[config.mk]
export PLATFORM = sky130hd
export DESIGN_NAME = sync_fifo_ctrl
export DESIGN_NICKNAME = d
export VERILOG_FILES = /design/src/rtl/sync_fifo_ctrl.sv
export SDC_FILE = /design/constraint.sdc
export NUM_CORES = 1
export LEC_CHECK = 0
export CORE_AREA = 8 8 105 107
export DETAILED_ROUTE_END_ITERATION = 8
export DIE_AREA = 0 0 113 115
export PLACE_DENSITY_LB_ADDON = 0.08
export SYNTH_ARGS = -nofsm -noshare
export SYNTH_HDL_FRONTEND = slang
export SYNTH_SLANG_ARGS = --single-unit
export TNS_END_PERCENT = 100
[constraint.sdc]
create_clock -name clk -period 2.7 [get_ports clk]
set_input_delay 0.405 -clock clk [delete_from_list [all_inputs] [get_ports clk]]
set_output_delay 0.405 -clock clk [all_outputs]
set_load 0.05 [all_outputs]
[src/rtl/sync_fifo_ctrl.sv]
`default_nettype none
// ============================================================================
// Module      : sync_fifo_ctrl
// Description : Single-clock FIFO with storage, occupancy count,
//               programmable almost-full / almost-empty thresholds, sticky
//               overflow / underflow flags and a read port.
//               Optional build macro FIFO_FWFT_EN selects first-word-fall-
//               through reads. When the macro is absent, reads are
//               registered and have one cycle of latency.
// Ports       : clk, rst_n (async active-low)
//               wr_en / wr_data                   write request and word
//               rd_en / rd_data / rd_valid        read request and output
//               full, empty, almost_full, almost_empty, count
//                                                 occupancy status
//               clr_err, overflow, underflow      sticky error flags
// Revision    : 1.0 - initial release
// ============================================================================
module sync_fifo_ctrl #(
    parameter int DATA_WIDTH = 4,
    parameter int ADDR_WIDTH = 4,
    parameter int AFULL_TH   = 14,
    parameter int AEMPTY_TH  = 2
) (
    input  logic                  clk,
    input  logic                  rst_n,
    input  logic                  wr_en,
    input  logic [DATA_WIDTH-1:0] wr_data,
    input  logic                  rd_en,
    output logic [DATA_WIDTH-1:0] rd_data,
    output logic                  rd_valid,
    output logic                  full,
    output logic                  empty,
    output logic                  almost_full,
    output logic                  almost_empty,
    output logic [ADDR_WIDTH:0]   count,
    input  logic                  clr_err,
    output logic                  overflow,
    output logic                  underflow
);

    localparam int                DEPTH       = 1 << ADDR_WIDTH;
    localparam logic [ADDR_WIDTH:0] c_DEPTH     = DEPTH[ADDR_WIDTH:0];
    localparam logic [ADDR_WIDTH:0] c_AFULL_TH  = AFULL_TH[ADDR_WIDTH:0];
    localparam logic [ADDR_WIDTH:0] c_AEMPTY_TH = AEMPTY_TH[ADDR_WIDTH:0];

    // Elaboration-time sanity checks on threshold parameters
    generate
        if ((AFULL_TH < 1) || (AFULL_TH > DEPTH)) begin : g_bad_afull
            $error("sync_fifo_ctrl: AFULL_TH must be in 1..DEPTH");
        end
        if ((AEMPTY_TH < 0) || (AEMPTY_TH > DEPTH - 1)) begin : g_bad_aempty
            $error("sync_fifo_ctrl: AEMPTY_TH must be in 0..DEPTH-1");
        end
    endgenerate

    logic [DATA_WIDTH-1:0] r_mem [DEPTH];
    logic [ADDR_WIDTH:0]   r_wr_ptr;
    logic [ADDR_WIDTH:0]   r_rd_ptr;
    logic [ADDR_WIDTH:0]   r_count;
    logic                  r_overflow;
    logic                  r_underflow;

    logic w_full;
    logic w_empty;
    logic w_wr_acc;
    logic w_rd_acc;
    logic w_ovf_evt;
    logic w_udf_evt;

    // Status comes only from the registered count, so there is no
    // combinational path from the request inputs to the flags.
    assign w_full  = (r_count == c_DEPTH);
    assign w_empty = (r_count == '0);

    assign w_wr_acc  = wr_en & ~w_full;
    assign w_rd_acc  = rd_en & ~w_empty;
    assign w_ovf_evt = wr_en &  w_full;
    assign w_udf_evt = rd_en &  w_empty;

    // Storage and pointers
    always_ff @(posedge clk or negedge rst_n) begin
        if (!rst_n) begin
            for (int i = 0; i < DEPTH; i++) begin
                r_mem[i] <= '0;
            end
            r_wr_ptr <= '0;
            r_rd_ptr <= '0;
        end else begin
            if (w_wr_acc) begin
                r_mem[r_wr_ptr[ADDR_WIDTH-1:0]] <= wr_data;
                r_wr_ptr                        <= r_wr_ptr + 1'b1;
            end
            if (w_rd_acc) begin
                r_rd_ptr <= r_rd_ptr + 1'b1;
            end
        end
    end

    // Occupancy. It is unchanged when both or neither side is accepted.
    always_ff @(posedge clk or negedge rst_n) begin
        if (!rst_n) begin
            r_count <= '0;
        end else begin
            case ({w_wr_acc, w_rd_acc})
                2'b10:   r_count <= r_count + 1'b1;
                2'b01:   r_count <= r_count - 1'b1;
                default: r_count <= r_count;
            endcase
        end
    end

    // Sticky errors. A new event wins over a clear in the same cycle.
    always_ff @(posedge clk or negedge rst_n) begin
        if (!rst_n) begin
            r_overflow  <= 1'b0;
            r_underflow <= 1'b0;
        end else begin
            r_overflow  <= (r_overflow  & ~clr_err) | w_ovf_evt;
            r_underflow <= (r_underflow & ~clr_err) | w_udf_evt;
        end
    end

`ifdef FIFO_FWFT_EN
    // The head word is presented directly. rd_en only pops it.
    assign rd_data  = w_empty ? '0 : r_mem[r_rd_ptr[ADDR_WIDTH-1:0]];
    assign rd_valid = ~w_empty;
`else
    logic [DATA_WIDTH-1:0] r_rd_data;
    logic                  r_rd_valid;

    always_ff @(posedge clk or negedge rst_n) begin
        if (!rst_n) begin
            r_rd_data  <= '0;
            r_rd_valid <= 1'b0;
        end else begin
            r_rd_valid <= w_rd_acc;
            if (w_rd_acc) begin
                r_rd_data <= r_mem[r_rd_ptr[ADDR_WIDTH-1:0]];
            end
        end
    end

    assign rd_data  = r_rd_data;
    assign rd_valid = r_rd_valid;
`endif

    assign full         = w_full;
    assign empty        = w_empty;
    assign almost_full  = (r_count >= c_AFULL_TH);
    assign almost_empty = (r_count <= c_AEMPTY_TH);
    assign count        = r_count;
    assign overflow     = r_overflow;
    assign underflow    = r_underflow;

endmodule
`default_nettype wire
==> images/met3.png <==
Scale: 2 px per µm.
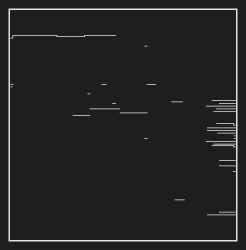
nets with wire on the layer = 26
longest straight run = 22.1 µm
main direction = horizontal
final WL: 8170 µm
routed via count: 2379
met3 usage: 2.78%

==> images/met2.png <==
Scale: 2 px per µm.
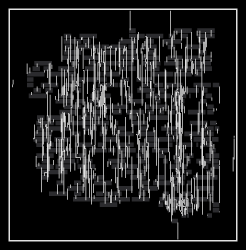
nets with wire on the layer = 303
share of all routed wire = 46%
met2 GRT Util: 20.9%

==> images/gate_families.png <==
Scale: 4 px per µm.
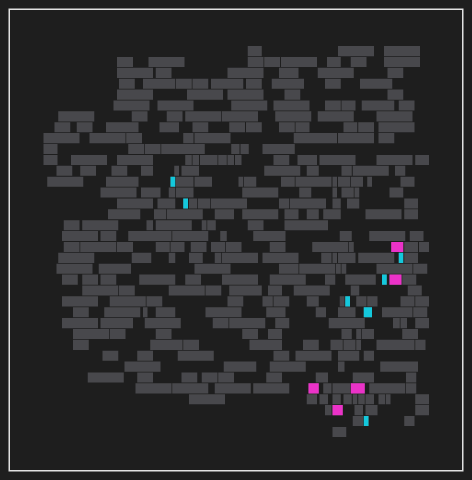
inverters -> cyan  # cells 7
AND-OR and OR-AND gates -> magenta  # cells 5, where lower right

==> images/final_congestion.png <==
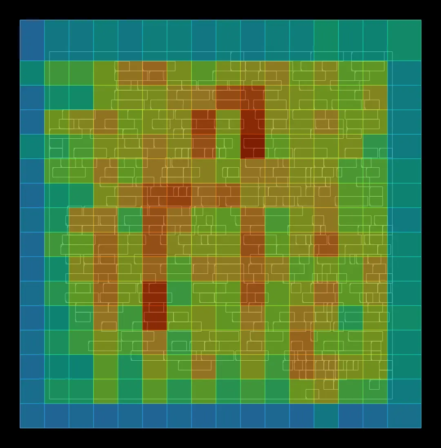
total track usage: 13.8%
WL/cell: 18.7 µm
post-layout util: 50.2%
Most Used Layer, Global Route: met2

-- synth_stat cells (all sizes together), types with 2 or more instances --
master / instances
ha: 8
dfrtp: 84
nor2b: 3
nor2: 5
nor3: 2
inv: 7
xor2: 4
a22o: 2
a21oi: 3
nand2: 12
nand3: 13
a22oi: 3
nand2b: 3
clkbuf: 7
o221ai: 4
buf: 12
nand4: 6
mux4: 16
mux2: 65
a21o: 2
mux2i: 8
xnor2: 7
-- what timing repair did --
| action | 4_1_cts | 5_1_grt |
|---|---|---|
| endpoints found under the hold margin | 0 | 0 |
| hold buffers | 0 | 0 |
| resized | 0 | 2 |
| endpoints found under the setup margin | 0 | 1 |
-- worst max-delay path: cells and delay by family, from the launching register on --
family                 cells  cell delay [ps]
buffers and inverters      2              990
AND/OR/NAND/NOR            2              440
flip-flops                 1              400
==> CHANGELOG.md <==
### Physical design

* Worst Skew at 6.77 ps
* N_taps at 114
* Outcome: finished, final reports clean
* Synth top area share at 51.6%
* Row count at 36
* RSZ-0062 raised after global routing: no
* VDD IR max at 409 µV
* CTS sink cnt at ~84
* Floorplan net count at 304
* Synthesized area per cell at 14.2 µm²
* Clock-cell share at under 10%
* Cell depth of the worst flop-to-flop path at 10
* Post-route cell area at 4750 µm²
* YS chip area at between 4000 and 5000 µm²
* Flip-flops at 84
* Clk root buf: clkbuf_8
* Log Warnings at 31
* Fin. max-slew vios at 0
* Arrival time at the worst endpoint at 2190 ps
* Crit Path Class: reg2out
* CP max stage cell: clkdlybuf4s50_1
* Simple share at 7.29%
* Total CTS buffers at 9
* Via density at 5.46
* Combinational share of power at 42.8%
No activity file was given, so power comes from the tool's default toggle rates.
